[src/rtl/seg_i2c_target_if.sv]
// I2C pin bundle between the display driver's master and the segment target.
// The target samples scl_i/sda_in and answers through an open-drain sda_out/sda_out_en pair.
interface seg_i2c_target_if;
    logic scl_i;
    logic sda_in;
    logic sda_out;
    logic sda_out_en;

    modport master (output scl_i, output sda_in, input sda_out, input sda_out_en);
    modport slave  (input scl_i, input sda_in, output sda_out, output sda_out_en);
endinterface

[src/rtl/seg_i2c_target.sv]
// Write-only I2C target that commits four digit bytes to digits_o on STOP.
// Optional feature macro: SEG_TGT_READBACK_EN adds an R/W=1 read path returning d0..d3.
module seg_i2c_target #(
    parameter logic [6:0]  TGT_ADDR    = 7'h38,
    parameter int unsigned SYNC_STAGES = 2
) (
    input  logic              clk_i,
    input  logic              rst_i,
    seg_i2c_target_if.slave   bus,
    output logic [31:0]       digits_o,
    output logic              frame_valid_o,
    output logic              frame_err_o,
    output logic              busy_o
);
    localparam int unsigned BIT_CNT_W = 4;
    localparam int unsigned CNT_W     = 3;
    localparam logic [CNT_W-1:0]     CNT_FULL = CNT_W'(4);
    localparam logic [BIT_CNT_W-1:0] LAST_BIT = BIT_CNT_W'(7);

    typedef enum logic [2:0] {
        ST_IDLE     = 3'd0,
        ST_ADDR     = 3'd1,
        ST_ADDR_ACK = 3'd2,
        ST_DATA     = 3'd3,
        ST_DATA_ACK = 3'd4,
        ST_IGNORE   = 3'd5
`ifdef SEG_TGT_READBACK_EN
        ,
        ST_READ     = 3'd6,
        ST_READ_ACK = 3'd7
`endif
    } state_t;

    // Input synchronizers plus one delayed copy for edge detection; idle bus level is high.
    logic [SYNC_STAGES-1:0] r_scl_sync;
    logic [SYNC_STAGES-1:0] r_sda_sync;
    logic                   r_scl_d;
    logic                   r_sda_d;

    always_ff @(posedge clk_i or posedge rst_i) begin
        if (rst_i) begin
            r_scl_sync <= '1;
            r_sda_sync <= '1;
            r_scl_d    <= 1'b1;
            r_sda_d    <= 1'b1;
        end else begin
            r_scl_sync <= {r_scl_sync[SYNC_STAGES-2:0], bus.scl_i};
            r_sda_sync <= {r_sda_sync[SYNC_STAGES-2:0], bus.sda_in};
            r_scl_d    <= r_scl_sync[SYNC_STAGES-1];
            r_sda_d    <= r_sda_sync[SYNC_STAGES-1];
        end
    end

    logic w_scl;
    logic w_sda;
    logic w_scl_rise;
    logic w_scl_fall;
    logic w_start;
    logic w_stop;

    assign w_scl      = r_scl_sync[SYNC_STAGES-1];
    assign w_sda      = r_sda_sync[SYNC_STAGES-1];
    assign w_scl_rise = w_scl & ~r_scl_d;
    assign w_scl_fall = ~w_scl & r_scl_d;
    assign w_start    = w_scl & r_scl_d & r_sda_d & ~w_sda;
    assign w_stop     = w_scl & r_scl_d & ~r_sda_d & w_sda;

    state_t               r_state,   w_state_nxt;
    logic [BIT_CNT_W-1:0] r_bit_cnt, w_bit_cnt_nxt;
    logic [7:0]           r_shift,   w_shift_nxt;
    logic [CNT_W-1:0]     r_cnt,     w_cnt_nxt;
    logic                 r_ovf,     w_ovf_nxt;
    logic                 r_phase,   w_phase_nxt;
    logic                 r_sda_oe,  w_sda_oe_nxt;
    logic [31:0]          r_shadow,  w_shadow_nxt;
    logic [31:0]          r_digits,  w_digits_nxt;
    logic                 r_fv,      w_fv_nxt;
    logic                 r_fe,      w_fe_nxt;
    logic                 r_busy,    w_busy_nxt;
`ifdef SEG_TGT_READBACK_EN
    logic                 r_rd,      w_rd_nxt;
    logic [7:0]           r_tx,      w_tx_nxt;
    logic [1:0]           r_idx,     w_idx_nxt;
    logic                 r_mack,    w_mack_nxt;
    logic [1:0]           w_idx_inc;
    assign w_idx_inc = r_idx + 2'd1;
`endif

    always_ff @(posedge clk_i or posedge rst_i) begin
        if (rst_i) begin
            r_state   <= ST_IDLE;
            r_bit_cnt <= '0;
            r_shift   <= '0;
            r_cnt     <= '0;
            r_ovf     <= 1'b0;
            r_phase   <= 1'b0;
            r_sda_oe  <= 1'b0;
            r_shadow  <= '0;
            r_digits  <= '0;
            r_fv      <= 1'b0;
            r_fe      <= 1'b0;
            r_busy    <= 1'b0;
`ifdef SEG_TGT_READBACK_EN
            r_rd      <= 1'b0;
            r_tx      <= '0;
            r_idx     <= '0;
            r_mack    <= 1'b1;
`endif
        end else begin
            r_state   <= w_state_nxt;
            r_bit_cnt <= w_bit_cnt_nxt;
            r_shift   <= w_shift_nxt;
            r_cnt     <= w_cnt_nxt;
            r_ovf     <= w_ovf_nxt;
            r_phase   <= w_phase_nxt;
            r_sda_oe  <= w_sda_oe_nxt;
            r_shadow  <= w_shadow_nxt;
            r_digits  <= w_digits_nxt;
            r_fv      <= w_fv_nxt;
            r_fe      <= w_fe_nxt;
            r_busy    <= w_busy_nxt;
`ifdef SEG_TGT_READBACK_EN
            r_rd      <= w_rd_nxt;
            r_tx      <= w_tx_nxt;
            r_idx     <= w_idx_nxt;
            r_mack    <= w_mack_nxt;
`endif
        end
    end

    // Bus conditions first (START/STOP win over bit sampling), then per-state SCL edge handling.
    always_comb begin
        w_state_nxt   = r_state;
        w_bit_cnt_nxt = r_bit_cnt;
        w_shift_nxt   = r_shift;
        w_cnt_nxt     = r_cnt;
        w_ovf_nxt     = r_ovf;
        w_phase_nxt   = r_phase;
        w_sda_oe_nxt  = r_sda_oe;
        w_shadow_nxt  = r_shadow;
        w_digits_nxt  = r_digits;
        w_fv_nxt      = 1'b0;
        w_fe_nxt      = 1'b0;
        w_busy_nxt    = 1'b0;
`ifdef SEG_TGT_READBACK_EN
        w_rd_nxt      = r_rd;
        w_tx_nxt      = r_tx;
        w_idx_nxt     = r_idx;
        w_mack_nxt    = r_mack;
`endif

        if (w_start) begin
            w_state_nxt   = ST_ADDR;
            w_bit_cnt_nxt = '0;
            w_cnt_nxt     = '0;
            w_ovf_nxt     = 1'b0;
            w_phase_nxt   = 1'b0;
            w_sda_oe_nxt  = 1'b0;
`ifdef SEG_TGT_READBACK_EN
            w_rd_nxt      = 1'b0;
`endif
        end else if (w_stop) begin
            if (r_state == ST_ADDR_ACK || r_state == ST_DATA || r_state == ST_DATA_ACK) begin
                if (r_cnt == CNT_FULL && !r_ovf) begin
                    w_digits_nxt = r_shadow;
                    w_fv_nxt     = 1'b1;
                end else begin
                    w_fe_nxt     = 1'b1;
                end
            end
            w_state_nxt   = ST_IDLE;
            w_bit_cnt_nxt = '0;
            w_phase_nxt   = 1'b0;
            w_sda_oe_nxt  = 1'b0;
        end else begin
            case (r_state)
                ST_ADDR: begin
                    if (w_scl_rise) begin
                        w_shift_nxt   = {r_shift[6:0], w_sda};
                        w_bit_cnt_nxt = r_bit_cnt + BIT_CNT_W'(1);
                        if (r_bit_cnt == LAST_BIT) begin
                            w_bit_cnt_nxt = '0;
                            w_phase_nxt   = 1'b0;
                            if (r_shift[6:0] != TGT_ADDR) begin
                                w_state_nxt = ST_IGNORE;
                            end else if (!w_sda) begin
                                w_state_nxt = ST_ADDR_ACK;
`ifdef SEG_TGT_READBACK_EN
                            end else begin
                                w_state_nxt = ST_ADDR_ACK;
                                w_rd_nxt    = 1'b1;
                            end
`else
                            end else begin
                                w_state_nxt = ST_IGNORE;
                            end
`endif
                        end
                    end
                end
                ST_ADDR_ACK: begin
                    // First SCL fall pulls SDA low, second one releases it and moves on.
                    if (w_scl_fall) begin
                        if (!r_phase) begin
                            w_phase_nxt  = 1'b1;
                            w_sda_oe_nxt = 1'b1;
                        end else begin
                            w_phase_nxt   = 1'b0;
                            w_sda_oe_nxt  = 1'b0;
                            w_cnt_nxt     = '0;
                            w_ovf_nxt     = 1'b0;
                            w_bit_cnt_nxt = '0;
                            w_state_nxt   = ST_DATA;
`ifdef SEG_TGT_READBACK_EN
                            if (r_rd) begin
                                w_state_nxt  = ST_READ;
                                w_idx_nxt    = '0;
                                w_tx_nxt     = r_digits[7:0];
                                w_sda_oe_nxt = ~r_digits[7];
                            end
`endif
                        end
                    end
                end
                ST_DATA: begin
                    if (w_scl_rise) begin
                        w_shift_nxt   = {r_shift[6:0], w_sda};
                        w_bit_cnt_nxt = r_bit_cnt + BIT_CNT_W'(1);
                        if (r_bit_cnt == LAST_BIT) begin
                            w_bit_cnt_nxt = '0;
                            w_phase_nxt   = 1'b0;
                            w_state_nxt   = ST_DATA_ACK;
                        end
                    end
                end
                ST_DATA_ACK: begin
                    if (w_scl_fall) begin
                        if (!r_phase) begin
                            w_phase_nxt = 1'b1;
                            if (r_cnt < CNT_FULL) begin
                                w_sda_oe_nxt = 1'b1;
                                w_shadow_nxt[{r_cnt[1:0], 3'b000} +: 8] = r_shift;
                                w_cnt_nxt    = r_cnt + CNT_W'(1);
                            end else begin
                                w_ovf_nxt    = 1'b1;
                            end
                        end else begin
                            w_phase_nxt  = 1'b0;
                            w_sda_oe_nxt = 1'b0;
                            w_state_nxt  = ST_DATA;
                        end
                    end
                end
`ifdef SEG_TGT_READBACK_EN
                ST_READ: begin
                    if (w_scl_rise) begin
                        w_bit_cnt_nxt = r_bit_cnt + BIT_CNT_W'(1);
                    end else if (w_scl_fall) begin
                        if (r_bit_cnt == BIT_CNT_W'(8)) begin
                            w_bit_cnt_nxt = '0;
                            w_sda_oe_nxt  = 1'b0;
                            w_state_nxt   = ST_READ_ACK;
                        end else begin
                            w_tx_nxt      = {r_tx[6:0], 1'b0};
                            w_sda_oe_nxt  = ~r_tx[6];
                        end
                    end
                end
                ST_READ_ACK: begin
                    if (w_scl_rise) begin
                        w_mack_nxt = w_sda;
                    end else if (w_scl_fall) begin
                        if (!r_mack) begin
                            w_idx_nxt    = w_idx_inc;
                            w_tx_nxt     = r_digits[{w_idx_inc, 3'b000} +: 8];
                            w_sda_oe_nxt = ~r_digits[{w_idx_inc, 3'b111}];
                            w_state_nxt  = ST_READ;
                        end else begin
                            w_state_nxt  = ST_IGNORE;
                        end
                    end
                end
`endif
                ST_IDLE, ST_IGNORE: begin
                    w_sda_oe_nxt = 1'b0;
                end
                default: begin
                    w_state_nxt  = ST_IDLE;
                    w_sda_oe_nxt = 1'b0;
                end
            endcase
        end

        case (w_state_nxt)
            ST_ADDR_ACK, ST_DATA, ST_DATA_ACK: w_busy_nxt = 1'b1;
`ifdef SEG_TGT_READBACK_EN
            ST_READ, ST_READ_ACK:              w_busy_nxt = 1'b1;
`endif
            default:                           w_busy_nxt = 1'b0;
        endcase
    end

    assign bus.sda_out    = 1'b0;
    assign bus.sda_out_en = r_sda_oe;
    assign digits_o       = r_digits;
    assign frame_valid_o  = r_fv;
    assign frame_err_o    = r_fe;
    assign busy_o         = r_busy;
endmodule

[src/flat_wrapper.sv]
// flat-port wrapper written by rule: the top's interface ports become plain ports
module seg_i2c_target_flat 
#(
    parameter logic [6:0]  TGT_ADDR    = 7'h38,
    parameter int unsigned SYNC_STAGES = 2
)
  (clk_i, rst_i, digits_o, frame_valid_o, frame_err_o, busy_o, bus_scl_i, bus_sda_in, bus_sda_out, bus_sda_out_en);
  seg_i2c_target_if bus_i ();
  input  logic clk_i;
  input  logic rst_i;
  output logic [31:0] digits_o;
  output logic frame_valid_o;
  output logic frame_err_o;
  output logic busy_o;
  input wire logic [$bits(bus_i.scl_i)-1:0] bus_scl_i;
  input wire logic [$bits(bus_i.sda_in)-1:0] bus_sda_in;
  output wire logic [$bits(bus_i.sda_out)-1:0] bus_sda_out;
  output wire logic [$bits(bus_i.sda_out_en)-1:0] bus_sda_out_en;
  assign bus_i.scl_i = bus_scl_i;
  assign bus_i.sda_in = bus_sda_in;
  assign bus_sda_out = bus_i.sda_out;
  assign bus_sda_out_en = bus_i.sda_out_en;
  seg_i2c_target #(.TGT_ADDR(TGT_ADDR), .SYNC_STAGES(SYNC_STAGES)) u_core (.clk_i(clk_i), .rst_i(rst_i), .bus(bus_i), .digits_o(digits_o), .frame_valid_o(frame_valid_o), .frame_err_o(frame_err_o), .busy_o(busy_o));
endmodule
[config.mk]
export PLATFORM = sky130hd
export DESIGN_NAME = seg_i2c_target_flat
export DESIGN_NICKNAME = d
export VERILOG_FILES = /design/src/rtl/seg_i2c_target_if.sv /design/src/rtl/seg_i2c_target.sv /design/src/flat_wrapper.sv
export SDC_FILE = /design/constraint.sdc
export NUM_CORES = 1
export LEC_CHECK = 0
export CORE_UTILIZATION = 25
export DETAILED_ROUTE_END_ITERATION = 12
export PLACE_DENSITY = 0.49
export SETUP_SLACK_MARGIN = 0.15
export SYNTH_ARGS = -nofsm -noshare
export SYNTH_HDL_FRONTEND = slang
export SYNTH_SLANG_ARGS = --single-unit
[constraint.sdc]
create_clock -name clk_i -period 7.36 [get_ports clk_i]
set_clock_uncertainty 0.05 [all_clocks]
set_input_delay 0.736 -clock clk_i [delete_from_list [all_inputs] [get_ports clk_i]]
set_output_delay 0.736 -clock clk_i [all_outputs]
set_load 0.05 [all_outputs]
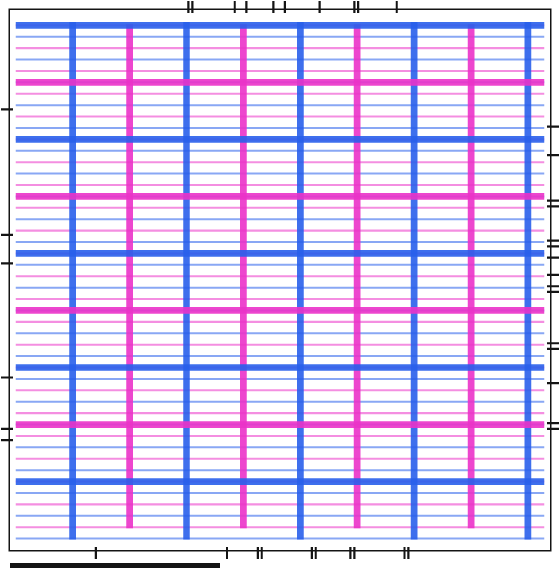
(PDN straps and rails)
The bar under the picture is 50 µm long. Pins as bars on the die edge.
colour	net
blue	VSS
magenta	VDD
signal pins	41
met5 straps	9
met4 straps	9
met1 rails	46
die width: 129 µm
Worst VDD drop: 0.000121 V

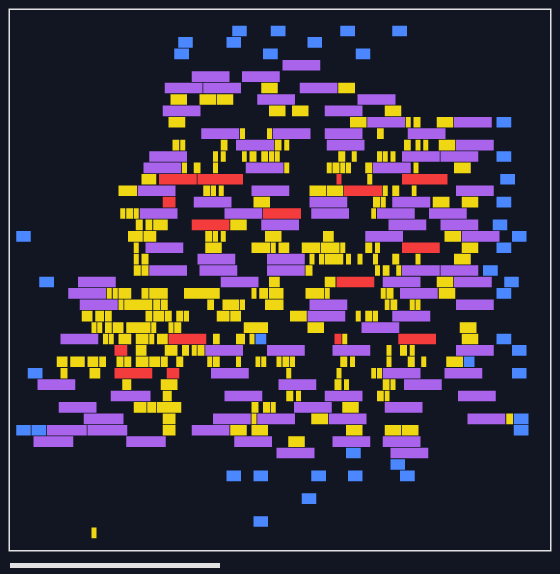
(cell classes on the final placement)
The bar under the picture is 50 µm long.
colour	class	cells	share of their area
red	clock drivers and dummy loads	16	6.9%
blue	other buffers and delay cells	41	8.7%
purple	flops	94	51%
yellow	combinational and other logic	241	34%
area of the placeable core: 0.0154 mm²
count of standard-cell rows: 45
Core Util, Final: 31.9%

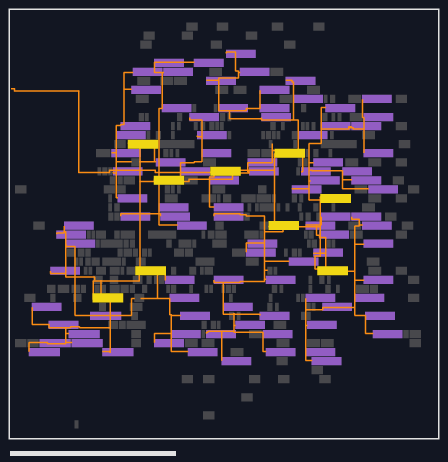
(clock network drawn from the DEF)
The bar under the picture is 50 µm long.
[yellow] clock drivers | count: 9
[purple] flip-flops | count: 94
[orange] clock wires | length: 1170 µm
routed clock nets	10
clock group share of total power: 42.1%
clock network power consumption: 0.000498 W

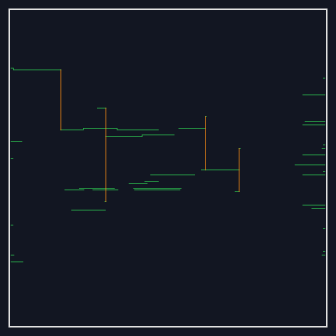
(metal layers overlaid)
Only two layers are drawn.
colour	layer	wire length
orange	metal 4	102 µm
green	metal 3	325 µm
total track usage: 10.5%
vias after detailed routing: 2658

==> out/results.tsv <==
stage	metric	value	unit
logic_synthesis	synth_cell_type_count	51	
global_routing	grt_max_degree	63	
placed_design	placed_cells	587	
placed_design	place_area	0.00461	mm²
finish	final_design_area_no_fill	0.00493	mm²
placed_design	hpwl_reported_at_the_end_of_detailed_placement	5.57	mm
worst_setup_path	timing_worst_setup_path_type	reg2out	
finish	layout.buffer.nonclock.area_share	8.23	%
worst_setup_path	worst_setup_path_startpoint	u_core.digits_o[19]	
worst_setup_path	rr_endpoint	u_core.r_phase	
logic_synthesis	synth-edff-count	0	
finish	layout_top_cells	dfrtp_1 (88), nand2_1 (76), clkdlybuf4s50_1 (39)	
worst_setup_path	worstReg2RegStart	u_core.r_scl_sync[1]	
worst_setup_path	worstSetupPathDepth	1	
finish	area.share.sequential	47.9	%
finish	clock_buffers	10	
clocking	clk_pin_slew_worst_paths	0.07	ns
global_routing	busiest_layer	met2	
finish	layout.nets	398	
timing	finalCriticalPeriod	2.31	ns
clocking	tritoncts	built	
routing	wl_met3	324	µm
status	run_status	finished clean	
pwr	post-layout-total-power	0.00118	W
routing	routed_via_density	4.41	
worst_setup_path	worst_r2r_path_depth	5	
job	max-cap-violations	0	
worst_setup_path	critPathBufInv	1	
clocking	cts.htree.levels	3	
pwr	switching_share	25.3	%
logic_synthesis	yosysSeqAreaShare	58.7	%
worst_hold_path	hold_path_depth	0	
logic_synthesis	synth_area	0.00402	mm²
routing	detail_route.wirelength	8.20	mm
timing	setup_viol	0	
pwr	comb_power_share	6.5	%
Power and IR drop assume default switching activity.
